Fig. 1: run 1, supply network
(6 px per micron) Pins as bars on the die edge. Tap cells in gray.
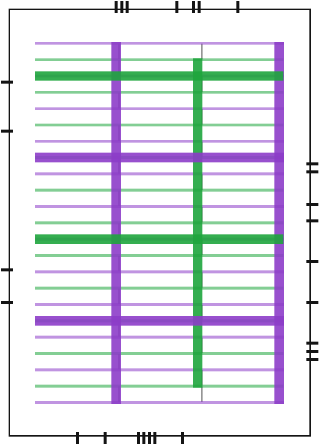
Fig. 2: run 1, routed metal, one color a layer
(6 px per micron)
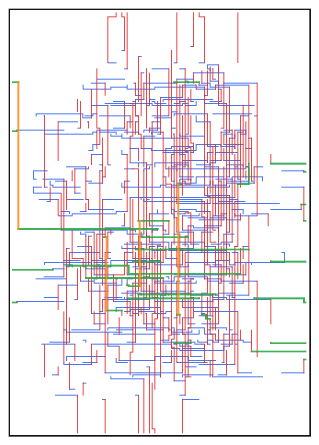
Fig. 3: run 1, the metal 2 layer
(4 px per micron)
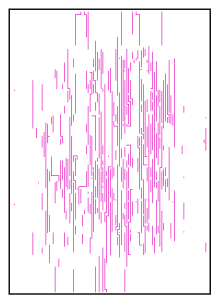
===== src/rtl/conv_enc_frame_ctrl.sv =====
// Frames a serial bit stream for the convolutional encoder: issues data bits, appends K-1 zero tail bits, tags symbols.
// Latency: accepted bit -> enc_in_enable 1 cycle; accepted bit -> sym_valid 3 cycles (encoder update + encoder output register).
// Backpressure: s_ready high only in IDLE/DATA; a waiting s_valid is held (never dropped) through TAIL/DRAIN until IDLE.
module conv_enc_frame_ctrl #(
    parameter int MAX_FRAME_LEN = 1024,
    parameter int CNT_W         = 11
) (
    input  logic             clk,
    input  logic             rst,
    input  logic [1:0]       cfg_constraint_sel,
    input  logic             s_data,
    input  logic             s_valid,
    input  logic             s_last,
    output logic             s_ready,
    output logic             enc_data_in,
    output logic             enc_in_enable,
    output logic [1:0]       enc_constraint_sel,
    output logic             sym_valid,
    output logic             sym_last,
    output logic             busy,
    output logic [CNT_W-1:0] bit_count,
    output logic             err_overlen
);

    typedef enum logic [1:0] {IDLE, DATA, TAIL, DRAIN} state_t;

    localparam logic [CNT_W-1:0] MAX_CNT = CNT_W'(MAX_FRAME_LEN);

    state_t           state;
    state_t           state_nxt;
    logic             acc;
    logic             overlen;
    logic             is_last;
    logic [CNT_W-1:0] cnt_nxt;
    logic             issue_vld;
    logic             issue_dat;
    logic             issue_last;
    logic [2:0]       tail_len;
    logic [2:0]       tail_cnt;
    logic             tail_done;
    logic             last_tag;     // travels alongside enc_in_enable
    logic [1:0]       vld_pipe;
    logic [1:0]       last_pipe;

    // Tail length is K-1, taken from the configuration frozen for this frame.
    always_comb begin
        tail_len = 3'd2;
        case (enc_constraint_sel)
            2'b00:   tail_len = 3'd2;
            2'b01:   tail_len = 3'd3;
            2'b10:   tail_len = 3'd4;
            default: tail_len = 3'd6;
        endcase
    end

    assign tail_done = (tail_cnt == (tail_len - 3'd1));

    // Next-state, handshake and issue decisions.
    always_comb begin
        state_nxt  = state;
        s_ready    = 1'b0;
        acc        = 1'b0;
        cnt_nxt    = bit_count;
        overlen    = 1'b0;
        is_last    = 1'b0;
        issue_vld  = 1'b0;
        issue_dat  = 1'b0;
        issue_last = 1'b0;
        case (state)
            IDLE: begin
                s_ready = 1'b1;
                acc     = s_valid;
                cnt_nxt = CNT_W'(1);
            end
            DATA: begin
                s_ready = 1'b1;
                acc     = s_valid;
                cnt_nxt = bit_count + CNT_W'(1);
            end
            TAIL: begin
                issue_vld  = 1'b1;
                issue_last = tail_done;
                if (tail_done) begin
                    state_nxt = DRAIN;
                end
            end
            default: begin
                // DRAIN: leave once the final tagged symbol has left the pipe.
                if (sym_last) begin
                    state_nxt = IDLE;
                end
            end
        endcase
        if (acc) begin
            issue_vld = 1'b1;
            issue_dat = s_data;
            overlen   = !s_last && (cnt_nxt == MAX_CNT);
            is_last   = s_last || overlen;
            state_nxt = is_last ? TAIL : DATA;
        end
    end

    // State register.
    always_ff @(posedge clk) begin
        if (rst) begin
            state <= IDLE;
        end else begin
            state <= state_nxt;
        end
    end

    // Encoder drive, frame counters and the symbol-alignment delay line.
    always_ff @(posedge clk) begin
        if (rst) begin
            enc_in_enable      <= 1'b0;
            enc_data_in        <= 1'b0;
            enc_constraint_sel <= 2'b00;
            last_tag           <= 1'b0;
            vld_pipe           <= 2'b00;
            last_pipe          <= 2'b00;
            err_overlen        <= 1'b0;
            bit_count          <= '0;
            tail_cnt           <= 3'd0;
        end else begin
            enc_in_enable <= issue_vld;
            enc_data_in   <= issue_dat;
            last_tag      <= issue_last;
            vld_pipe      <= {vld_pipe[0], enc_in_enable};
            last_pipe     <= {last_pipe[0], last_tag};
            err_overlen   <= overlen;
            if (state == IDLE) begin
                enc_constraint_sel <= cfg_constraint_sel;
            end
            if (acc) begin
                bit_count <= cnt_nxt;
            end
            if (state == TAIL) begin
                tail_cnt <= tail_cnt + 3'd1;
            end else begin
                tail_cnt <= 3'd0;
            end
        end
    end

    assign sym_valid = vld_pipe[1];
    assign sym_last  = last_pipe[1];
    assign busy      = (state != IDLE);

endmodule


===== config.mk =====
export PLATFORM = sky130hd
export DESIGN_NAME = conv_enc_frame_ctrl
export DESIGN_NICKNAME = d
export VERILOG_FILES = /design/src/rtl/conv_enc_frame_ctrl.sv
export SDC_FILE = /design/constraint.sdc
export NUM_CORES = 1
export LEC_CHECK = 0
export CAP_MARGIN = 10
export CORE_ASPECT_RATIO = 1.5
export CORE_MARGIN = 4
export CORE_UTILIZATION = 50
export DETAILED_ROUTE_END_ITERATION = 7
export PLACE_DENSITY = 0.81
export REMOVE_ABC_BUFFERS = 1
export SLEW_MARGIN = 20
export SYNTH_ARGS = -nofsm -noshare
export SYNTH_HDL_FRONTEND = slang
export SYNTH_SLANG_ARGS = --single-unit

===== constraint.sdc =====
create_clock -name clk -period 2.49 [get_ports clk]
set_input_delay 0.498 -clock clk [delete_from_list [all_inputs] [get_ports clk]]
set_output_delay 0.498 -clock clk [all_outputs]
set_load 0.02 [all_outputs]

==> results.yml, run 1 <==
# flow metrics
run_status:
  outcome: "complete, no violations"
logic_synthesis:
  yosysCellCount: 161
  post_synth_mux_area_share_pct: 0.856
  yosys-top-cells-count: "sky130_fd_sc_hd__dfxtp_1 (26), sky130_fd_sc_hd__nand2_1 (25), sky130_fd_sc_hd__nor2_1 (16), sky130_fd_sc_hd__a21oi_1 (12), sky130_fd_sc_hd__nor3_1 (7)"
  ys_chip_area_sq_um: 1320
  ys_async_sr_fraction_pct: 0
  synth_adder_area_share_pct: 3.80
  syn-mean-instance-area_sq_um: 8.18
  synth_dominant_cell_count: "sky130_fd_sc_hd__dfxtp_1"
  yosysTopAreaCell: "sky130_fd_sc_hd__dfxtp_1"
  yosys.area_share.simple_pct: 31.3
  synth_top_flop_cell: "sky130_fd_sc_hd__dfxtp_1"
  synth-xor-area-share_pct: 3.33
  synth-edff-count: 0
  synth.comb.largest_family: "simple AND/OR/NAND/NOR gates"
critical_path:
  timing.reg2reg.setup_slack_ps: 190
  rr_endpoint: "state[0]$_SDFFE_PP0P_"
  critical-path-slowest-cell: "sky130_fd_sc_hd__or4_4"
  critical_path.max_stage_delay_ps: 530
  cp_cell_sequence: "ha_1 > or3b_2 > a21oi_1 > nor3_1 > or4_4 > o31a_1"
  worstSetupEndpoint: "state[0]$_SDFFE_PP0P_"
  critical_path.top_delay_family: "simple AND/OR/NAND/NOR gates"
  critPathKind: "reg -> reg"
  critPathLaunch: "bit_count[1]$_SDFFE_PP0P_"
  depth_of_the_most_critical_reg_to_reg_path: 6
global_routing:
  grt.met3_usage_pct: 3.37
  maximum_number_of_pins_on_one_net_before_global_route_repair: 18
  grt_pass1_wl_mm: 5.47
  first_global_vias: 1216
  grt_antenna_before_repair: 0
  met2_usage_pct: 32.3
  grt_busiest_layer: "met2"
layout:
  layout.cells.largest_class: "combinational gates"
  sh_seq_area_pct: 31.5
  clock_buffer_count: 4
  comb_cells: 123
  post_route_cells_drive_above_1_share_pct: 8.99
  buf_share_pct: 18.4
  sh_comb_area_pct: 45.2
  fillCellCount: 195
  area.combinational_sq_um: 748
  finalNetCount: 201
routing:
  total_iterations_of_the_first_detailed_routing_run: 4
  number_of_vias_per_cell: 6.06
  ant_nets: 0
  route.layer.met1.wl_mm: 1.27
  wirelength_mm: 3.20
  routed_wire_length_per_instance_microns: 15.0
  detail_route.drc_violations: 0
final_timing:
  number_of_max_slew_violations_in_the_final_report: 0
  worst_slew_pin_slew_ps: 647
  maxSlewHeadroom_pct: 56.6
  hold-worst-slack_ps: 457
  max_clock_freq_mhz: 434
power:
  comb_group_uw: 146
  largestPowerGroup: "registers"
  powerSeq_uw: 445
  cell_internal_pwr_uw: 586
die:
  area_of_the_core_sq_um: 2480
  die_width_microns: 49.9
  floorplan.rows: 22
  die_height_microns: 70.8
  floorplanUtilization_pct: 53.1
  floorplan.die_area_sq_um: 3530
clock_tree:
  cts_tree: "yes"
  cts_buffers: 3
  path_clk_slew_ps: 140
  cts-resized-gates: 0
place:
  placement.cell_area_sq_um: 1620
  portBuffers: 26
-- Fig. 1 (at the start) --
net	color
VDD	green
VSS	purple
rows	22
signal pins	27

-- Fig. 2 (at the start) --
layer	color	wire length
M4	orange	69.4 microns
M2	red	1660 microns
M1	blue	1270 microns
M3	green	193 microns

-- Fig. 3 (at the start) --
share of all routed wire	52%
longest straight run	29.2 microns
main direction	vertical
wire length on this layer	1660 microns

run 1: state kept, by name, summed over array words and instances, names as in the netlist:
signal / count
bit_count: 11
err_overlen: 1
tail_cnt: 3
last_pipe: 2
enc_data_in: 1
last_tag: 1
enc_constraint_sel: 2
vld_pipe: 2
state: 2
enc_in_enable: 1
run 1: metrics by stage:
| step | utilization [%] | instances | total power [mW] | setup WS [ps] |
|---|---|---|---|---|
| 2_1_floorplan | - | 153 | 0.529 | 121 |
| 3_3_place_gp | 65.4 | 209 | 0.593 | 251 |
| 3_5_place_dp | 65.4 | 209 | 0.598 | 210 |
| 4_1_cts | 66.8 | 213 | 0.808 | 95.0 |
| 5_1_grt | 66.9 | 213 | 0.844 | 70.5 |
| 6_report | 66.9 | 213 | 0.809 | 185 |
==> run 2, diff against run 1 <==
- SETUP_SLACK_MARGIN: default -> 0.02
Fig. 4: run 2, the metal 2 layer
(4 px per micron)
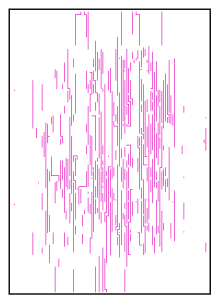
wire length on this layer	1660 microns
nets with wire on the layer	174

==> results.yml, run 2 <==
# flow metrics
layout:
  post_route_cells_drive_above_1_share_pct: 8.99
  instances_no_fill: 213
  finalCoreUtilization_pct: 66.9
  most-common-layout-cells: "sky130_fd_sc_hd__clkdlybuf4s50_1 (26), sky130_fd_sc_hd__nand2_1 (25), sky130_fd_sc_hd__dfxtp_1 (25)"
  layout_overhead_on_the_synthesized_area_pct: 25.9
  finalInstanceArea_sq_um: 1660
  largest_register_ff_count: 11
  fillCellCount: 195
  layout_top_registers: "bit_count (11), tail_cnt (3)"
  layout_top_cell_excl_fill_tap: "sky130_fd_sc_hd__clkdlybuf4s50_1"
  largest_register: "bit_count"
  finalNetCount: 201
  num_antenna_cells: 0
logic_synthesis:
  synth-edff-count: 0
  synth_top_flop_cell: "sky130_fd_sc_hd__dfxtp_1"
  ys_chip_area_sq_um: 1320
  yosysCellCount: 161
  synth_top_area_share_pct: 39.5
  synth_dominant_cell_count: "sky130_fd_sc_hd__dfxtp_1"
  ys_async_sr_fraction_pct: 0
  register_share_after_synthesis_pct: 39.5
  syn-mean-instance-area_sq_um: 8.18
  yosys-top-cells-count: "sky130_fd_sc_hd__dfxtp_1 (26), sky130_fd_sc_hd__nand2_1 (25), sky130_fd_sc_hd__nor2_1 (16), sky130_fd_sc_hd__a21oi_1 (12), sky130_fd_sc_hd__nor3_1 (7)"
  yosysTopAreaCell: "sky130_fd_sc_hd__dfxtp_1"
  yosys_register_bits: 26
  synth_cell_type_count: 41
  syn_inst: 161
  syn-cell-area_sq_um: 1320
  yosys_warnings: 0
  topCellsByArea: "sky130_fd_sc_hd__dfxtp_1 (40%), sky130_fd_sc_hd__nand2_1 (7.1%), sky130_fd_sc_hd__a21oi_1 (4.6%)"
final_timing:
  finalHoldViolCount: 0
  worst_slew_pin_slew_ps: 647
  finalClockSkew_ps: 1.67
  number_of_max_slew_violations_in_the_final_report: 0
  setup_slack_after_layout_ps: 185
  setup_viol_count_final: 0
  setup_total_negative_slack_ps: 0
  min_clock_period_post_route_ps: 2300
  max_clock_freq_mhz: 434
  hold-worst-slack_ps: 457
  grt_setup_unrepaired: "false"
  timing.final.crit_share_pct: 92.6
  maxSlewHeadroom_pct: 56.6
die:
  design.portCount: 27
  die_width_microns: 49.9
  floorplan.die_area_sq_um: 3530
  area_of_the_core_sq_um: 2480
  die_height_microns: 70.8
  floorplanUtilization_pct: 53.1
  floorplan.rows: 22
clock_tree:
  clk_path_buf_depth: 2
  clock_insertion_delay_worst_skew_ps: 320
  cts-resized-gates: 0
  ctsHtreeMaxLevel: 1
  path_clk_slew_ps: 140
  root_buffer: "sky130_fd_sc_hd__clkbuf_4"
  cts_setup_buffers: 0
  cts_sinks: 26
  cts_tree: "yes"
  cts_buffers: 3
global_routing:
  maximum_number_of_pins_on_one_net_before_global_route_repair: 18
  met2_usage_pct: 32.3
  grt_antenna_before_repair: 0
  grt_busiest_layer: "met2"
  grt.met3_usage_pct: 3.37
  gr-usage-met1_pct: 23.5
  grt.overflow.total: 0
  first_global_vias: 1216
  grt_pass1_wl_mm: 5.47
  grt.total_usage_pct: 19.3
critical_path:
  worstSetupEndpoint: "state[0]$_SDFFE_PP0P_"
  critical_path.max_stage_delay_ps: 530
  critical-path-slowest-cell: "sky130_fd_sc_hd__or4_4"
  critPathLaunch: "bit_count[1]$_SDFFE_PP0P_"
  timing.critical_path.from_type: "flop"
  cp-end-kind: "flop"
  worstPathRequired_ps: 2720
  worstPathMaxFanout: 7
  rr_endpoint: "state[0]$_SDFFE_PP0P_"
  critical_path.top_delay_family: "simple AND/OR/NAND/NOR gates"
  timing.reg2reg.setup_slack_ps: 190
  cp_cell_sequence: "ha_1 > or3b_2 > a21oi_1 > nor3_1 > or4_4 > o31a_1"
  crit_cells: 6
  depth_of_the_most_critical_reg_to_reg_path: 6
  worst_ep_arrival_time_ps: 2540
  critical_path.n_buffers_inverters: 0
  r2r-start: "bit_count[1]$_SDFFE_PP0P_"
  critPathKind: "reg -> reg"
power:
  leakage_nw: 0.615
  vdd_ir_max_mv: 0.392
  power_per_cell_area_nw_per_um2: 488
  total_power_uw: 809
routing:
  dr_total_vias: 1291
  drt_iter0_drc: 64
  total_iterations_of_the_first_detailed_routing_run: 4
  met3_length_microns: 193
  detail_route.drc_violations: 0
  met2_layer_wire_length_in_the_routed_design_mm: 1.66
  wirelength_mm: 3.20
  route.layer.met1.wl_mm: 1.27
  routed_wire_length_per_instance_microns: 15.0
  ant_nets: 0
  dr.max_layer_used: "met4"
  number_of_vias_per_cell: 6.06
run:
  warnings: 26
  max_cap_viol_count: 0
place:
  portBuffers: 26
  placement.cell_area_sq_um: 1620
  gpl.final_weighted_congestion: 0.935
  worst_setup_slack_after_placement_ps: 210
  placed_cells: 209
  dp_hpwl_mm: 2.38
worst_hold_path:
  hold_path_end: "vld_pipe[1]$_SDFF_PP0_"
  worstHoldPathType: "reg -> reg"
  hp-start: "vld_pipe[0]$_SDFF_PP0_"
  hold-path-cell-count: 1
run_status:
  outcome: "complete, no violations"
==> run 2: cell counts after synthesis <==
Identical to the previous run, type by type.
==> run 2: final cells by class <==
cell class	instances	area, sq um	area share [%]
clock buffer	4	36.3	2.19
inverter	4	15.0	0.906
multi-input combinational	123	748	45.2
sequential	26	522	31.5
tap	24	30.0	1.81
timing repair buffer	32	305	18.4
==> run 2: report_power, final <==
part / total [mW] / switching, mW / internal [mW]
combinational: 0.146 / 0.0800 / 0.0662
sequential: 0.445 / 0.0143 / 0.430
clock: 0.218 / 0.128 / 0.0895
==> run 2: kinds of logic (layout without fill, tap and decap cells) <==
logic type,after synthesis,count (layout),synth area share [%]
buf+inv,12,40,3.61
flops,26,26,39.5
simple gates,79,79,31.3
mux,1,1,0.855
xor+xnor,5,5,3.33
fa+ha+maj,4,4,3.80
compound gates,34,34,17.6
No activity file was given, so power comes from the tool's default toggle rates.
